[config.mk]
export PLATFORM = sky130hd
export DESIGN_NAME = uart_rx_os16
export DESIGN_NICKNAME = d
export VERILOG_FILES = /design/src/rtl/uart_rx_os16_pkg.sv /design/src/rtl/uart_os_tickgen.sv /design/src/rtl/uart_rx_os16.sv
export SDC_FILE = /design/constraint.sdc
export NUM_CORES = 1
export LEC_CHECK = 0
export ABC_AREA = 1
export CAP_MARGIN = 20
export CORE_MARGIN = 4
export CORE_UTILIZATION = 40
export CTS_CLUSTER_SIZE = 14
export DETAILED_ROUTE_END_ITERATION = 12
export GPL_TIMING_DRIVEN = 0
export HOLD_SLACK_MARGIN = 0.05
export SYNTH_ARGS = -nofsm -noshare
export SYNTH_HDL_FRONTEND = slang
export SYNTH_SLANG_ARGS = --single-unit
[constraint.sdc]
create_clock -name clk -period 3.07 [get_ports clk]
set_clock_uncertainty 0.15 [all_clocks]
set_input_delay 0.307 -clock clk [delete_from_list [all_inputs] [get_ports clk]]
set_output_delay 0.307 -clock clk [all_outputs]
set_load 0.05 [all_outputs]
[src/rtl/uart_rx_os16_pkg.sv]
// rtl/uart_rx_os16_pkg.sv - shared types and helpers for the oversampling UART receiver
//
// Purpose: FSM state codes, frame width and small helpers used by the receiver and its
// tick generator.
// Ports: none (package).
package uart_rx_os16_pkg;

  typedef enum logic [2:0] {
    ST_IDLE,
    ST_START,
    ST_DATA,
    ST_PARITY,
    ST_STOP,
    ST_BREAK
  } rx_state_t;

  localparam int DATA_BITS = 8;

  // Centre tick of a bit cell; samples are taken at centre-1, centre, centre+1.
  function automatic int mid_idx(input int oversample);
    return oversample / 2;
  endfunction

  function automatic logic maj3(input logic a, input logic b, input logic c);
    return (a & b) | (a & c) | (b & c);
  endfunction

endpackage

[src/rtl/uart_os_tickgen.sv]
// rtl/uart_os_tickgen.sv - oversample tick divider with synchronous restart
//
// Purpose: free-running divider producing a one-clk tick every DIV clocks,
// DIV = CLK_FREQ / (BAUD_RATE * OVERSAMPLE) truncated.
// Ports:
//   clk      in  system clock
//   rst_n    in  asynchronous active-low reset
//   restart  in  zero the divider this clk (aligns ticks to a start edge)
//   tick     out one-clk pulse on divider wrap
module uart_os_tickgen
  import uart_rx_os16_pkg::*;
#(
  parameter int CLK_FREQ   = 50_000_000,
  parameter int BAUD_RATE  = 24000,
  parameter int OVERSAMPLE = 16
) (
  input  logic clk,
  input  logic rst_n,
  input  logic restart,
  output logic tick
);

  localparam int DIV = CLK_FREQ / (BAUD_RATE * OVERSAMPLE);
  localparam int CW  = (DIV > 1) ? $clog2(DIV) : 1;
  localparam logic [CW-1:0] LAST = CW'(DIV - 1);

  generate
    if (DIV < 1) begin : g_div_check
      $error("uart_os_tickgen: clock too slow for BAUD_RATE*OVERSAMPLE (DIV < 1)");
    end
  endgenerate

  logic [CW-1:0] cnt;

  always_ff @(posedge clk or negedge rst_n) begin
    if (!rst_n) begin
      cnt <= '0;
    end else if (restart || (cnt == LAST)) begin
      cnt <= '0;
    end else begin
      cnt <= cnt + 1'b1;
    end
  end

  // With DIV=1 this is a constant 1: every clock is a tick.
  assign tick = (cnt == LAST);

endmodule

[src/rtl/uart_rx_os16.sv]
// rtl/uart_rx_os16.sv - oversampling UART receiver with valid/ready byte output
//
// Purpose: receives 1 start, 8 data (LSB first), optional even parity, 1 stop bit;
// each bit is the majority of three samples around the bit centre.
// Ports:
//   clk, rst_n   system clock, asynchronous active-low reset
//   rx           serial line, idle high, asynchronous to clk
//   data_out     received byte, stable while rx_valid
//   rx_valid     byte available, held until rx_valid & rx_ready on a clk edge
//   rx_ready     consumer accepts
//   parity_err   qualifies data_out (0 when PARITY_EN=0)
//   frame_err    qualifies data_out: stop bit sampled low
//   overrun      sticky: a frame was dropped because rx_valid was still high
//   busy         receiver not idle
module uart_rx_os16
  import uart_rx_os16_pkg::*;
#(
  parameter int CLK_FREQ   = 50_000_000,
  parameter int BAUD_RATE  = 24000,
  parameter int OVERSAMPLE = 16,
  parameter int PARITY_EN  = 1
) (
  input  logic       clk,
  input  logic       rst_n,
  input  logic       rx,
  output logic [7:0] data_out,
  output logic       rx_valid,
  input  logic       rx_ready,
  output logic       parity_err,
  output logic       frame_err,
  output logic       overrun,
  output logic       busy
);

  localparam int H  = mid_idx(OVERSAMPLE);
  localparam int SW = $clog2(OVERSAMPLE);
  localparam logic [SW-1:0] S_SMP0 = SW'(H - 1);
  localparam logic [SW-1:0] S_SMP1 = SW'(H);
  localparam logic [SW-1:0] S_DEC  = SW'(H + 1);
  localparam logic [SW-1:0] S_LAST = SW'(OVERSAMPLE - 1);
  localparam logic [2:0]    LAST_BIT = 3'(DATA_BITS - 1);

  generate
    if ((OVERSAMPLE < 8) || ((OVERSAMPLE % 2) != 0)) begin : g_os_check
      $error("uart_rx_os16: OVERSAMPLE must be even and >= 8");
    end
  endgenerate

  logic                 rx_meta;
  logic                 rx_s;
  rx_state_t            state;
  logic [SW-1:0]        s;
  logic [2:0]           bit_idx;
  logic [DATA_BITS-1:0] shreg;
  logic                 smp0;
  logic                 smp1;
  logic                 perr;

  logic tick;
  logic restart;
  logic maj;
  logic decide;
  logic wrap;
  logic commit;
  logic handshake;

  // Two-flop synchroniser; idle-high reset so a reset does not look like a start edge.
  always_ff @(posedge clk or negedge rst_n) begin
    if (!rst_n) begin
      rx_meta <= 1'b1;
      rx_s    <= 1'b1;
    end else begin
      rx_meta <= rx;
      rx_s    <= rx_meta;
    end
  end

  // Restarting the divider on the start edge puts tick 0 one clk after detection,
  // so the sample points are placed relative to the edge rather than a free phase.
  assign restart = (state == ST_IDLE) && !rx_s;

  uart_os_tickgen #(
    .CLK_FREQ  (CLK_FREQ),
    .BAUD_RATE (BAUD_RATE),
    .OVERSAMPLE(OVERSAMPLE)
  ) u_tickgen (
    .clk    (clk),
    .rst_n  (rst_n),
    .restart(restart),
    .tick   (tick)
  );

  // Third sample is the live rx_s at the decision tick.
  assign maj       = maj3(smp0, smp1, rx_s);
  assign decide    = tick && (s == S_DEC);
  assign wrap      = tick && (s == S_LAST);
  assign commit    = (state == ST_STOP) && decide;
  assign handshake = rx_valid && rx_ready;
  assign busy      = (state != ST_IDLE);

  always_ff @(posedge clk or negedge rst_n) begin
    if (!rst_n) begin
      state   <= ST_IDLE;
      s       <= '0;
      bit_idx <= '0;
      shreg   <= '0;
      smp0    <= 1'b1;
      smp1    <= 1'b1;
      perr    <= 1'b0;
    end else begin
      if (tick && (state inside {ST_START, ST_DATA, ST_PARITY, ST_STOP})) begin
        s <= (s == S_LAST) ? '0 : s + 1'b1;
        if (s == S_SMP0) smp0 <= rx_s;
        if (s == S_SMP1) smp1 <= rx_s;
      end

      case (state)
        ST_IDLE: begin
          if (!rx_s) begin
            s     <= '0;
            perr  <= 1'b0;
            state <= ST_START;
          end
        end
        ST_START: begin
          if (decide && maj) begin
            state <= ST_IDLE;
          end else if (wrap) begin
            bit_idx <= '0;
            state   <= ST_DATA;
          end
        end
        ST_DATA: begin
          if (decide) shreg <= {maj, shreg[DATA_BITS-1:1]};
          if (wrap) begin
            if (bit_idx == LAST_BIT) begin
              state <= (PARITY_EN != 0) ? ST_PARITY : ST_STOP;
            end else begin
              bit_idx <= bit_idx + 1'b1;
            end
          end
        end
        ST_PARITY: begin
          if (decide) perr <= (^shreg) ^ maj;
          if (wrap) state <= ST_STOP;
        end
        ST_STOP: begin
          // Leave at mid-stop so a back-to-back start edge is not missed.
          if (decide) state <= maj ? ST_IDLE : ST_BREAK;
        end
        ST_BREAK: begin
          if (rx_s) state <= ST_IDLE;
        end
        default: state <= ST_IDLE;
      endcase
    end
  end

  always_ff @(posedge clk or negedge rst_n) begin
    if (!rst_n) begin
      data_out   <= '0;
      rx_valid   <= 1'b0;
      parity_err <= 1'b0;
      frame_err  <= 1'b0;
      overrun    <= 1'b0;
    end else if (commit) begin
      if (!rx_valid || handshake) begin
        data_out   <= shreg;
        parity_err <= (PARITY_EN != 0) ? perr : 1'b0;
        frame_err  <= !maj;
        rx_valid   <= 1'b1;
        if (handshake) overrun <= 1'b0;
      end else begin
        // Consumer still holds the previous byte: drop the new one.
        overrun <= 1'b1;
      end
    end else if (handshake) begin
      rx_valid <= 1'b0;
      overrun  <= 1'b0;
    end
  end

endmodule

Fig. 1: sequential cells grouped by signal name
Scale bar: 20 um. Other sequential cells in the stronger grey, the rest of the logic in the fainter grey.
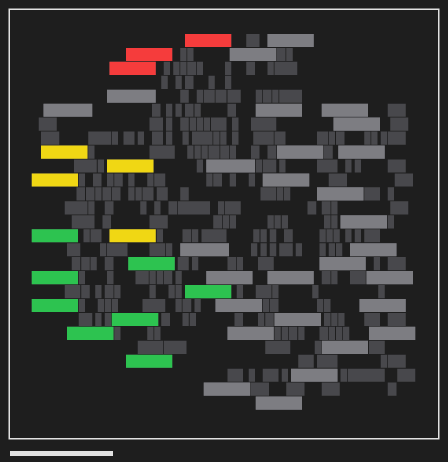
| name in the netlist | colour | flops |
|---|---|---|
| `u_tickgen.cnt` | green | 8 |
| `state` | red | 3 |
| `s` | yellow | 4 |
not coloured: 28

Fig. 2: track usage over the die
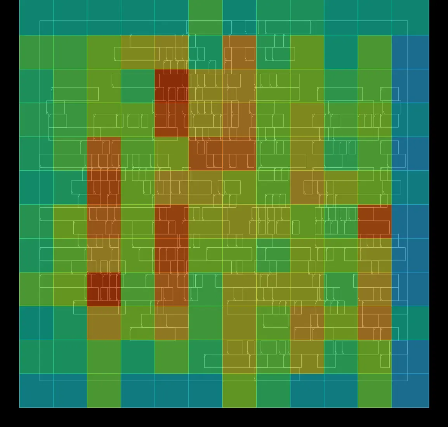
Most Used Layer, Global Route: met2
WL per Instance: 10.8 um
gr usage total: 0.135

Fig. 3: placed cells, one colour a class
Scale bar: 20 um.
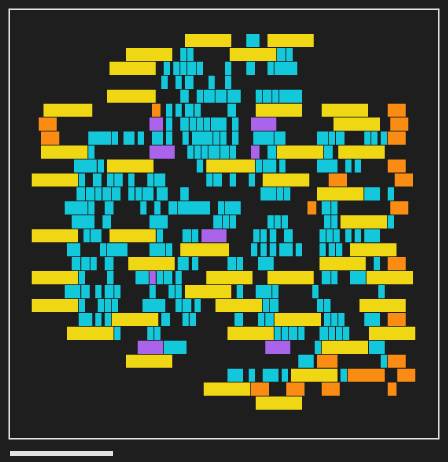
| class | colour | cells | share of their area |
|---|---|---|---|
| other buffers and delay cells | orange | 21 | 8.1% |
| clock drivers and dummy loads | purple | 8 | 3.3% |
| flops | yellow | 43 | 42% |
| combinational and other logic | cyan | 232 | 46% |
row cnt: 27
post-route cell area: 2640 um^2
flop share of the area: 0.410
Final Core Density: 0.479

Fig. 4: routed metal, one colour a layer
Scale bar: 20 um. Only two layers are drawn.
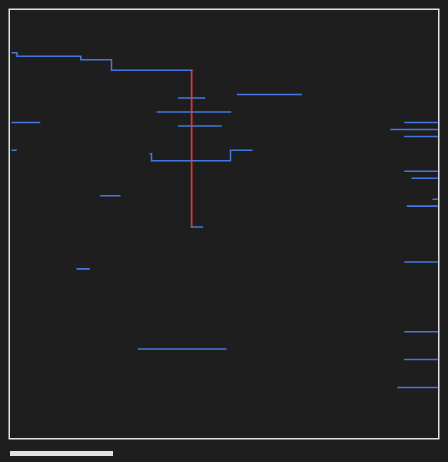
| layer | colour | wire length |
|---|---|---|
| metal 4 | red | 30.6 um |
| metal 3 | blue | 198 um |

Fig. 5: logic cells by family
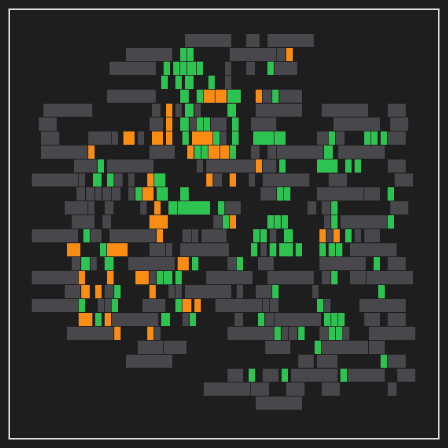
| family | colour | cells |
|---|---|---|
| NAND gates | green | 104 |
| NOR gates | orange | 40 |
Final Non-Filler Cells: 376
Top cell excl fill/tap: nand2_1
logic share of the area: 0.390

==> out/metrics.yaml <==
edf_count: 0
cts_buffers: 5
top_cells_by_area: "dfrtp_1, nand2_1, dfstp_2"
compound_area_frac: 0.111
dr_wl_met2_um: 1890
worst_setup_path_end_kind: "primary output"
synthFlopType: "dfrtp_1"
synth-xor-area-share: 0.0115
synth.largest_area_cell: "dfrtp_1"
worst_slack_ns: 0.767
antenna_cells: 0
use_met1: 0.170
dp_cells: 367
power_w: 0.000949
worstSetupStartpoint: "state[1]"
clock_cell_area_share: 0.0322
start_kind: "flip-flop"
syn_area_um2: 2280
p_leak_nw: 1.24
whs_path_depth: 0
mux_area_frac: 0
synthTopCellsByCount: "nand2_1, dfrtp_1, inv_1, nor2_1, nand3_1"
hpwl_um: 3120
area_growth_pct: 15.8
final_hold_viol_count: 0
ys.flops: 43
drt_wl_total_um: 4070
ys_cells: 278
post-route-period-util: 0.750
cts_tree: "built"
p_sw_w: 0.000211
inverters: 38
tightest_slew_ns: 0.511
status: "completed"
pwr-share-seq: 0.601
h-tree-depth: 2
routed_via_density: 4.69
reg2reg_depth: 12
min_from: "rx_meta"
grt_pass1_wl_um: 7760
slew_headroom: 0.658
num_vias: 1763
met3_usage: 0.0375
met1_length_um: 1950
hold_path_class: "flip-flop to flip-flop"
die-area_um2: 6970
ir_worst_vdd_uv: 223
power groups by stage:
stage          clock network [W]    logic, W  registers, W
6_report                0.000349   0.0000296      0.000571
5_1_grt                 0.000401   0.0000336      0.000571
4_1_cts                 0.000373   0.0000312      0.000571
3_5_place_dp                   0   0.0000301      0.000582
3_3_place_gp                   0   0.0000276      0.000582
2_1_floorplan                  0  0.00000457      0.000586
timing repair:
action / in CTS / in global routing
setup buffers: 0 / 0
hold buffers: 1 / 0
endpoints found under the hold margin: 12 / 0
critical path: stages, from the launching register on:
cell	delay (ns)
dfrtp_1	0.43
inv_2	0.12
nand2_1	0.06
nor2_1	0.17
inv_2	0.07
clkdlybuf4s50_1	0.70
Power figures rest on the tool's default switching activity, not on a simulated workload.
